Design nt_release_scheduler, sky130hd; sources not shown.
==> images/clock_map.png <==
Scale: 8 px per um.
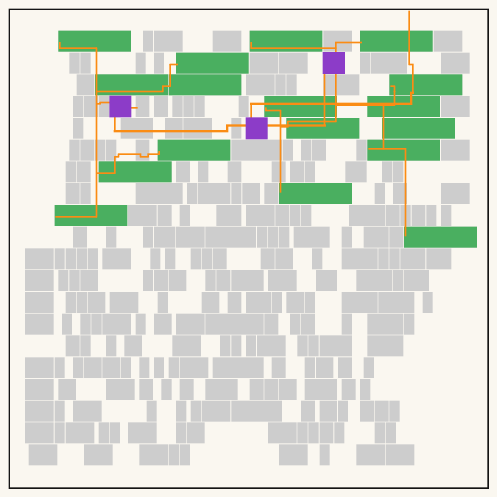
legend:
  clock wires:
    colour: orange
    length: 209 um
  flip-flops:
    colour: green
    count: 17
  cells driving clock nets:
    colour: purple
    count: 3
routed clock nets: 4
Power Clock: 0.000117 W
Clock power frac: 6.7%
worst clock skew: 0.00370 ns
Insertion Delay late pin: 0.29 ns

==> images/final_clocks.png <==
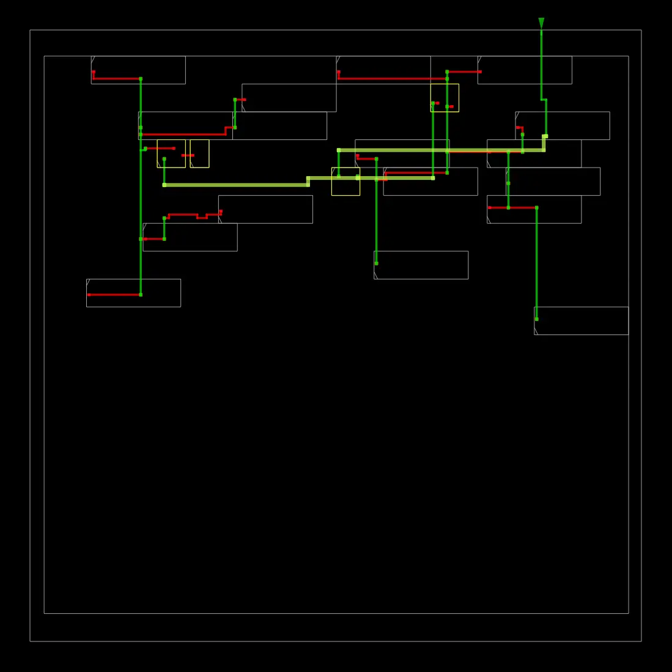
CLK BUF: 3
flip-flops: 17
CTS Buf Count: 3
clk sinks: 17

==> images/cell_classes.png <==
Scale: 6 px per um. Fill, decap, tap and diode cells in grey.
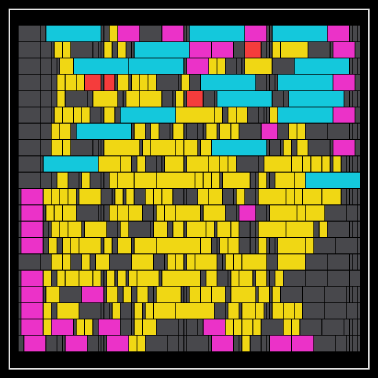
legend:
  clock drivers and dummy loads:
    colour: red
    cells: 4
    share_of_their_area: 1.4%
  other buffers and delay cells:
    colour: magenta
    cells: 31
    share_of_their_area: 16%
  all other logic:
    colour: yellow
    cells: 206
    share_of_their_area: 61%
  flip-flops:
    colour: cyan
    cells: 17
    share_of_their_area: 22%
post-route cell area: 0.00202 sq mm
Core Util, Final: 65.0%
row cnt: 20
flop share of the area: 21.1%
CORE AREA: 0.00310 sq mm

==> images/met2.png <==
Scale: 8 px per um.
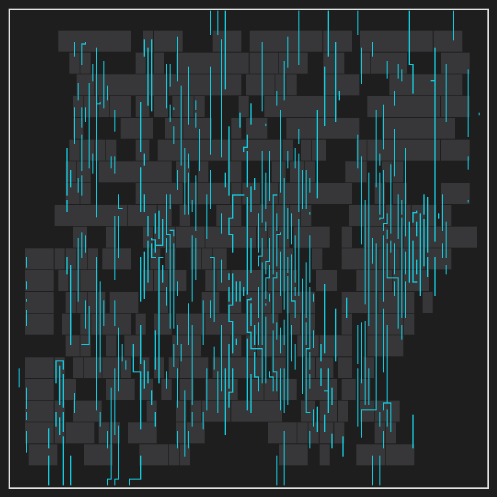
share of all routed wire: 49%
wire length on this layer: 1560 um
met2 Use GR: 36.8%
Total Wirelength: 3.20 mm
Vias: 1514

==> CHANGELOG.md <==
### Changed

- Comb pwr: 0.00134 W
- Cell Int Power: roughly 0.00076 W
- Port Buffers: 29
- Most Crowded Layer GR: met2
- Non-clock buffering overhead: 15.1%
- Mapped Avg Cell Area: ~7.3 sq um
- OpenROAD warning count: 33
- Via-to-Cell Ratio: 5.01
- Status: finished clean
- DRC Markers: 0
- Max cap viols: 0
- Number of buffers outside the clock class in the layout: 31
- CP Depth: 9
- Gate Area: 0.00108 sq mm
- Endpoints failing setup: 0
- GRT Util Overall: 20.7%
- Drt first-iter violations: 97
- Flop pwr share: 16.9%
- CTS tree: done
- Ant. Diodes: 0
- Slew @ Worst Pin: 0.734 ns
- Yosys synthesis chip area: 0.00166 sq mm
- Total congestion overflow: 0
- Mapped Cells: 227
- CP peak stage delay: approximately 0.64 ns
- Hold depth: 1
- # IOs: 30
- CP Cell Sequence: clkinv_1, ha_1, inv_1, nand3_1, o21ai_4, nor2_4, nor3_2, inv_2, nor3_1
- Final net count: between 200 and 300
- Die area: 0.00356 sq mm
- Cell Count, Final, Fillers Out: 302
- Largest register FFs: 4
- Power, Total: 0.00175 W
- Vias in the first global route: 1381
- Unrepaired setup endpoints after global routing: no
- Invs w/o clock: 32
- Synth unique cells: 28
- Synth Cell Area: 0.00166 sq mm
- Placed cell area: 0.00199 sq mm
- Crit-path max FO: 14
- TritonRoute pass-1 iters: 4
- Normalized max-slew margin: 50.9%
- Critical path startpoint category: flop
- Die H: 59.7 um
- Final Hold Vio Count: 0
- Synthesized Nets: 258
- CP Buf/Inv Count: 3
- Top class by area: logic gates
- VDD IR-drop max: 0.311 mV
- Leak: 0.980 nW
- Setup crit end kind: flop
- EDFF count, synth: 0
- HPWL after detailed placement: 2.61 mm
- Buffer levels on the longest clock path: 2
- CP required: 3.31 ns
- Met1 usage: 26.5%
- Worst EP arrival: ~2.7 ns
- Clock slew at reported path FFs: 0.10 ns
- Net Sw Frac: 56.7%
- Cell at the root of the clock tree: clkbuf_4
- Sequential cell area: 425 sq um
- Routing usage on met3: 4.55%
- R2R depth: 9
- Share of layout cells above drive strength 1: 20.5%
- Post-CTS Setup Inserts: 0
- Ys async rst share: 100%
- Hold slack: ~0.44 ns
- Mi-comb count: 174
- Slew Limit Fails: 0
- Avg WL per Cell: 10.6 um
- Most numerous logic cells after layout: 53 x nand2_1, 29 x clkdlybuf4s50_1, 27 x inv_1
- Commonest Layout Cell: nand2_1
- GP Congestion: between 0.9 and 1
- First-pass GRT wire length: 5.65 mm
- Largest Pwr Group: combinational cells
- H-tree Lvls: 1
- Fillcell total: 288
- Sequential power: ~0.0003 W
- Register area share after synthesis: 25.6%
- Largest net degree at the start of global routing: 22
- Flop-to-flop setup slack: 0.61 ns
- Initial antenna violation count: 0
- Switching pwr: 0.000993 W
- Die X: roughly 60 um
- Critical path type: reg2reg
- Synth flops: 17
- CTS Hold Bufs: 0
- Cells in synth_stat.txt: 227
## synthesized netlist by cell type (4+ instances only)
cell type	number	area, sq um
a21oi_1	5	25.0
dfrtp_1	17	425
ha_1	10	125
inv_1	27	101
nand2_1	53	199
nand2_2	14	87.6
nand2_4	5	56.3
nand3_1	9	45.0
nand3_2	13	130
nand3_4	4	70.1
nor2_1	23	86.3
o21ai_0	18	90.1
o221ai_1	5	43.8
## cell families (layout without fill, tap and decap cells)
logic type      count (synthesis)  in the layout  share of synthesized area [%]
buf+inv                        36             67                           9.56
flops                          17             17                           25.6
compound gates                 33             33                           11.9
simple gates                  131            131                           45.4
fa+ha+maj                      10             10                           7.52
## layer usage
layer	up-vias	wire length, um	part of all wire (%)
met4	0	0	0
met3	0	134	4.2
li1	794	-	-
met5	-	0	0
met2	33	1560	49
met1	687	1510	47
Power is estimated from default activity; no workload was simulated.
